`src/rtl/sync_edge_filter_if.sv`:
```
// Signal bundle between the edge filter and its user: the synchronized level
// and counter clear in, the debounced level, edge pulses and event counts out.
interface sync_edge_filter_if #(
    parameter int CNTW = 8
);
    logic            sync_in;
    logic            clr;
    logic            level_out;
    logic            rise_pls;
    logic            fall_pls;
    logic [CNTW-1:0] edge_cnt;
    logic [CNTW-1:0] glitch_cnt;

    modport master (
        output sync_in,
        output clr,
        input  level_out,
        input  rise_pls,
        input  fall_pls,
        input  edge_cnt,
        input  glitch_cnt
    );

    modport slave (
        input  sync_in,
        input  clr,
        output level_out,
        output rise_pls,
        output fall_pls,
        output edge_cnt,
        output glitch_cnt
    );
endinterface

```
`src/rtl/sync_edge_filter.sv`:
```
// Debounces an already-synchronized level: a change is accepted only after
// FILTCYC consecutive samples of the new value; shorter excursions are counted as glitches.
module sync_edge_filter #(
    parameter int FILTCYC = 4,
    parameter int CNTW    = 8
) (
    input logic               clk,
    input logic               reset,
    sync_edge_filter_if.slave bus
);
    typedef enum logic [1:0] {
        LOW     = 2'd0,
        QUAL_HI = 2'd1,
        HIGH    = 2'd2,
        QUAL_LO = 2'd3
    } state_t;

    // qcnt holds the number of new-value samples seen so far; the FILTCYC-th
    // one is recognised when qcnt already equals FILTCYC-1.
    localparam logic [7:0] QLAST = 8'(FILTCYC - 1);

    state_t          state_reg;
    logic [7:0]      qcnt_reg;
    logic            level_reg;
    logic            rise_reg;
    logic            fall_reg;
    logic [CNTW-1:0] edge_cnt_reg;
    logic [CNTW-1:0] glitch_cnt_reg;

    always_ff @(posedge clk) begin
        if (reset) begin
            state_reg      <= LOW;
            qcnt_reg       <= '0;
            level_reg      <= 1'b0;
            rise_reg       <= 1'b0;
            fall_reg       <= 1'b0;
            edge_cnt_reg   <= '0;
            glitch_cnt_reg <= '0;
        end else begin
            rise_reg <= 1'b0;
            fall_reg <= 1'b0;
            case (state_reg)
                LOW: begin
                    if (bus.sync_in) begin
                        state_reg <= QUAL_HI;
                        qcnt_reg  <= 8'd1;
                    end
                end
                QUAL_HI: begin
                    if (!bus.sync_in) begin
                        state_reg <= LOW;
                        qcnt_reg  <= '0;
                        if (glitch_cnt_reg != '1)
                            glitch_cnt_reg <= glitch_cnt_reg + CNTW'(1);
                    end else if (qcnt_reg == QLAST) begin
                        state_reg <= HIGH;
                        qcnt_reg  <= '0;
                        level_reg <= 1'b1;
                        rise_reg  <= 1'b1;
                        if (edge_cnt_reg != '1)
                            edge_cnt_reg <= edge_cnt_reg + CNTW'(1);
                    end else begin
                        qcnt_reg <= qcnt_reg + 8'd1;
                    end
                end
                HIGH: begin
                    if (!bus.sync_in) begin
                        state_reg <= QUAL_LO;
                        qcnt_reg  <= 8'd1;
                    end
                end
                QUAL_LO: begin
                    if (bus.sync_in) begin
                        state_reg <= HIGH;
                        qcnt_reg  <= '0;
                        if (glitch_cnt_reg != '1)
                            glitch_cnt_reg <= glitch_cnt_reg + CNTW'(1);
                    end else if (qcnt_reg == QLAST) begin
                        state_reg <= LOW;
                        qcnt_reg  <= '0;
                        level_reg <= 1'b0;
                        fall_reg  <= 1'b1;
                        if (edge_cnt_reg != '1)
                            edge_cnt_reg <= edge_cnt_reg + CNTW'(1);
                    end else begin
                        qcnt_reg <= qcnt_reg + 8'd1;
                    end
                end
                default: begin
                    state_reg <= LOW;
                    qcnt_reg  <= '0;
                end
            endcase
            // Placed last so a clear wins over an increment in the same cycle.
            if (bus.clr) begin
                edge_cnt_reg   <= '0;
                glitch_cnt_reg <= '0;
            end
        end
    end

    assign bus.level_out  = level_reg;
    assign bus.rise_pls   = rise_reg;
    assign bus.fall_pls   = fall_reg;
    assign bus.edge_cnt   = edge_cnt_reg;
    assign bus.glitch_cnt = glitch_cnt_reg;

endmodule

```
`src/flat_wrapper.sv`:
```
// flat-port wrapper written by rule: the top's interface ports become plain ports
module sync_edge_filter_flat 
#(
    parameter int FILTCYC = 4,
    parameter int CNTW    = 8
)
  (clk, reset, bus_sync_in, bus_clr, bus_level_out, bus_rise_pls, bus_fall_pls, bus_edge_cnt, bus_glitch_cnt);
  sync_edge_filter_if #(.CNTW(CNTW)) bus_i ();
  input logic clk;
  input logic reset;
  input wire logic [$bits(bus_i.sync_in)-1:0] bus_sync_in;
  input wire logic [$bits(bus_i.clr)-1:0] bus_clr;
  output wire logic [$bits(bus_i.level_out)-1:0] bus_level_out;
  output wire logic [$bits(bus_i.rise_pls)-1:0] bus_rise_pls;
  output wire logic [$bits(bus_i.fall_pls)-1:0] bus_fall_pls;
  output wire logic [$bits(bus_i.edge_cnt)-1:0] bus_edge_cnt;
  output wire logic [$bits(bus_i.glitch_cnt)-1:0] bus_glitch_cnt;
  assign bus_i.sync_in = bus_sync_in;
  assign bus_i.clr = bus_clr;
  assign bus_level_out = bus_i.level_out;
  assign bus_rise_pls = bus_i.rise_pls;
  assign bus_fall_pls = bus_i.fall_pls;
  assign bus_edge_cnt = bus_i.edge_cnt;
  assign bus_glitch_cnt = bus_i.glitch_cnt;
  sync_edge_filter #(.FILTCYC(FILTCYC), .CNTW(CNTW)) u_core (.clk(clk), .reset(reset), .bus(bus_i));
endmodule
```
`config.mk`:
```
export PLATFORM = sky130hd
export DESIGN_NAME = sync_edge_filter_flat
export DESIGN_NICKNAME = d
export VERILOG_FILES = /design/src/rtl/sync_edge_filter_if.sv /design/src/rtl/sync_edge_filter.sv /design/src/flat_wrapper.sv
export SDC_FILE = /design/constraint.sdc
export NUM_CORES = 1
export LEC_CHECK = 0
export CORE_MARGIN = 5
export CORE_UTILIZATION = 29
export CTS_BUF_LIST = sky130_fd_sc_hd__clkbuf_4 sky130_fd_sc_hd__clkbuf_8 sky130_fd_sc_hd__clkbuf_16
export CTS_CLUSTER_SIZE = 25
export DETAILED_ROUTE_END_ITERATION = 16
export DONT_BUFFER_PORTS = 1
export SLEW_MARGIN = 10
export SYNTH_ARGS = -nofsm -noshare
export SYNTH_HDL_FRONTEND = slang
export SYNTH_SLANG_ARGS = --single-unit
```
`constraint.sdc`:
```
create_clock -name clk -period 1.8 [get_ports clk]
set_input_delay 0.18 -clock clk [delete_from_list [all_inputs] [get_ports clk]]
set_output_delay 0.18 -clock clk [all_outputs]
set_load 0.01 [all_outputs]
```
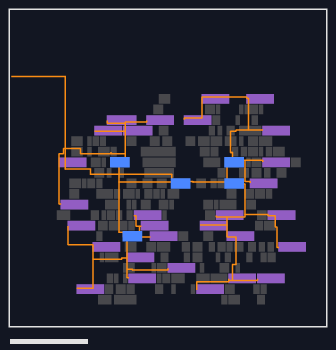
Fig. 1. Routed clock nets over the placement (run 1).
Bar = 20 um.
Orange is clock wires, length 402 um. Blue is cells driving clock nets, count 5. Purple is flip-flops, count 29.
There are 6 routed clock nets.

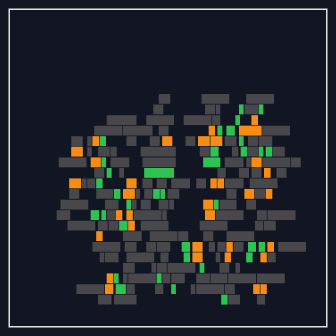
Fig. 2. Gate families picked out (run 1).
Green is NAND gates, cells 35, most used nand2_1. Orange is inverting AOI/OAI gates, cells 34.
final std cells w/o fill: 263
Top cell excl fill/tap: dfxtp_1
logic share of the area: 48.1%

==> results.txt, run 1 <==
run results: status=finished, final reports clean, startpoint class of the critical path=flip-flop, Worst-Margin Slew=0.399 ns, met2 WL post-DR=around 1700 um, sequential cell area share=a little under a third, Worst Skew=slightly below 0.004 ns, setup TNS=0 ns, flip-flop and latch area=between 500 and 600 um^2, Post-Route M1 WL=1620 um, GR met3 Demand/Resource=approximately 4.1%, Num CTS Buffers=5, gr ovfl total=0, Mapped Avg Cell Area=8.69 um^2, Largest stage delay, worst path=~0.54 ns, met2 Track Usage GR=approximately 17%, Buffers excl. clock=22, hold endpoint=u_core.qcnt_reg[3], Pint=around 970 uW, Top Ports=23, Cell Area, Placed=1670 um^2, Setup crit start=u_core.qcnt_reg[1], clock buffers=6, CP Data Required Time=around 2.0 ns, WL final=3490 um, layout cell share with drive strength beyond 1=20.7%, hold path depth=1, power per cell area=686 nW/um^2, fin crit period=around 1.7 ns, end point of the critical path=u_core.bus.edge_cnt[3], Yosys chip area=between 1000 and 1500 um^2, Layout Nets=200, inverter count=7, Routed Antenna Nets=0, Post-Synthesis Cells=170, num sequential=29, Post-synth regs=29, fin area=1840 um^2, Hold Crit Start=reset, endpoints failing hold=0, Final Max Slew Viols=0, max_cap viols=0, number of cells on the worst reg-to-reg path=5, top routing layer in use=met4, Worst Path Arrival=roughly 1.9 ns, antenna fix cells=0, GR Util met1=between 10% and 20%, WP buf/inv=0, final core area utilization=a little over a third, chip area=6620 um^2, Post-synth ARST share=0%, P_comb=76.1 uW, Hold WS=0.0233 ns
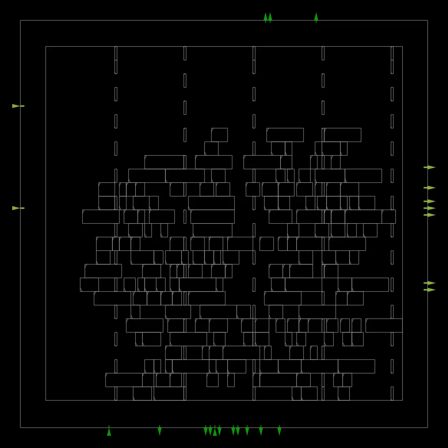
Fig. 3. Cell outlines without signal wires (run 1).
n_taps: 70
FILL cells: 532

--- run 2 (diff from run 1) ---
--- a/config.mk
+++ b/config.mk
@@ -11,6 +11,7 @@
 export CTS_CLUSTER_SIZE = 25
 export DETAILED_ROUTE_END_ITERATION = 16
 export DONT_BUFFER_PORTS = 1
+export GPL_ROUTABILITY_DRIVEN = 0
 export SLEW_MARGIN = 10
 export SYNTH_ARGS = -nofsm -noshare
 export SYNTH_HDL_FRONTEND = slang
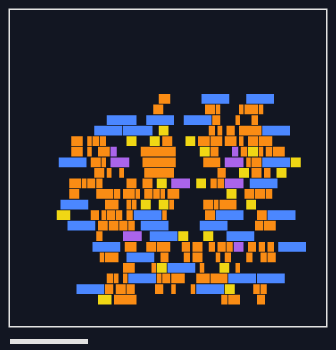
Fig. 4. Placed cells, one color a class (run 2).
Bar = 20 um.
Orange is all other logic, cells 134, share of their area 52%. Blue is flip-flops, cells 29, share of their area 33%. Yellow is other buffers and delay cells, cells 22, share of their area 9.7%. Purple is clock drivers and dummy loads, cells 8, share of their area 4.9%.
final core area utilization: 36.4%
sequential cell area share: 31.7%
row cnt: 26
fin area: 1840 um^2

==> results.txt, run 2 <==
run results: Post-Route M1 WL=1620 um (unchanged), Cell Area, Placed=1670 um^2 (unchanged), Comb area=883 um^2, GR met3 Demand/Resource=4.10% (unchanged), Routed Antenna Nets=0 (unchanged), Pint=966 uW (unchanged), number of cells on the worst reg-to-reg path=5 (unchanged), chip area=6620 um^2 (unchanged), met2 Track Usage GR=17.4% (unchanged), FILL cells=532 (unchanged), gr ovfl total=0 (unchanged), Yosys chip area=1480 um^2 (unchanged), Worst Skew=0.00395 ns (unchanged), setup TNS=0 ns (unchanged), cell with the most instances after synthesis=dfxtp_1, Mapped Avg Cell Area=8.69 um^2 (unchanged), end point of the critical path=u_core.bus.edge_cnt[3], Post-synth ARST share=0% (unchanged), Post-Synthesis Cells=170 (unchanged), Top cell excl fill/tap=dfxtp_1, crit path max-delay cell type=or4_1, Top Ports=23 (unchanged), Buffers excl. clock=22 (unchanged), Num CTS Buffers=5 (unchanged), WP buf/inv=0 (unchanged), met2 WL post-DR=1670 um (unchanged), placed insts=~250, inverter count=7 (unchanged), num sequential=29 (unchanged), antenna fix cells=0 (unchanged), top routing layer in use=met4, fin crit period=1.72 ns (unchanged), Largest stage delay, worst path=0.54 ns (about the same), final std cells w/o fill=263 (unchanged), Layout Nets=200 (unchanged), clock buffers=6 (unchanged), Worst Path Arrival=1.92 ns (about the same), Hold WS=0.0233 ns (unchanged), status=finished, final reports clean, Post-synth regs=29 (unchanged), Yosys cell types=between 40 and 50, layout cell share with drive strength beyond 1=20.7% (unchanged), n_taps=70 (unchanged), P_comb=76.1 uW (about the same), flip-flop and latch area=583 um^2 (unchanged), startpoint class of the critical path=flip-flop, power per cell area=686 nW/um^2 (unchanged), Worst-Margin Slew=0.399 ns (unchanged), Hold Crit Start=reset, endpoints failing hold=0 (unchanged), logic share of the area=48.1% (unchanged), P_clk=roughly 520 uW, CP Data Required Time=2.00 ns (about the same), hold endpoint=u_core.qcnt_reg[3]
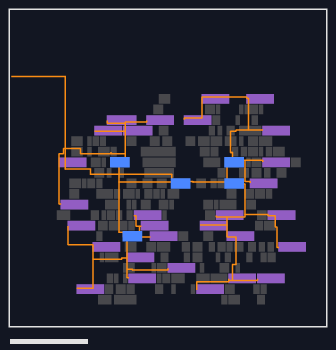
Fig. 5. Routed clock nets over the placement (run 2).
Bar = 20 um.
Purple is flip-flops, count 29. Blue is cells driving clock nets, count 5. Orange is clock wires, length 402 um.
There are 6 routed clock nets.

--- run 3 (diff from run 2) ---
--- a/config.mk
+++ b/config.mk
@@ -12,7 +12,6 @@
 export DETAILED_ROUTE_END_ITERATION = 16
 export DONT_BUFFER_PORTS = 1
 export GPL_ROUTABILITY_DRIVEN = 0
-export SLEW_MARGIN = 10
 export SYNTH_ARGS = -nofsm -noshare
 export SYNTH_HDL_FRONTEND = slang
 export SYNTH_SLANG_ARGS = --single-unit
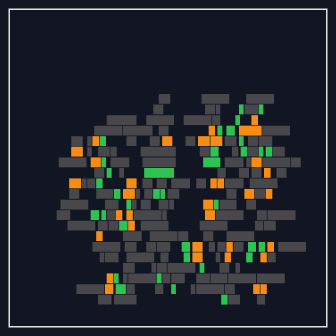
Fig. 6. Gate families picked out (run 3).
Green is NAND gates, cells 35, most used nand2_1. Orange is inverting AOI/OAI gates, cells 34.

==> results.txt, run 3 <==
run results: status=finished, final reports clean, startpoint class of the critical path=flip-flop, number of cells on the worst reg-to-reg path=5 (unchanged), num sequential=29 (unchanged), flip-flop and latch area=583 um^2 (unchanged), WP buf/inv=0 (unchanged), Comb area=883 um^2 (unchanged), FILL cells=532 (unchanged), inverter count=7 (unchanged), Post-synth ARST share=0% (unchanged), antenna fix cells=0 (unchanged), gr ovfl total=0 (unchanged), Mapped Avg Cell Area=8.69 um^2 (unchanged), endpoints failing hold=0 (unchanged), end point of the critical path=u_core.bus.edge_cnt[3], Worst Path Arrival=1.92 ns (about the same), clock buffers=6 (unchanged), Post-synth regs=29 (unchanged), Post-Synthesis Cells=170 (unchanged), top routing layer in use=met4, Buffers excl. clock=22 (unchanged), fin crit period=1.72 ns (unchanged), Largest stage delay, worst path=0.54 ns (about the same), power per cell area=686 nW/um^2 (unchanged), n_taps=70 (unchanged), setup TNS=0 ns (unchanged), CP Data Required Time=2.00 ns (about the same), Hold WS=0.0233 ns (unchanged), layout cell share with drive strength beyond 1=20.7% (unchanged), P_comb=76.1 uW (about the same), met2 WL post-DR=1670 um (unchanged), Num CTS Buffers=5 (unchanged), Hold Crit Start=reset, Cell Area, Placed=1670 um^2 (unchanged), row cnt=26 (unchanged)
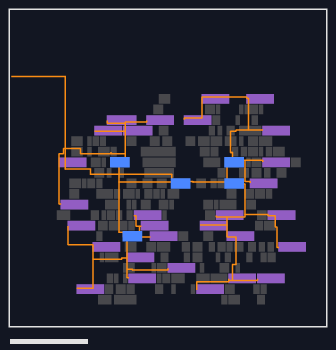
Fig. 7. Routed clock nets over the placement (run 3).
Bar = 20 um.
Orange is clock wires, length 402 um. Blue is cells driving clock nets, count 5. Purple is flip-flops, count 29.
There are 6 routed clock nets.

Power is estimated from default activity; no workload was simulated.
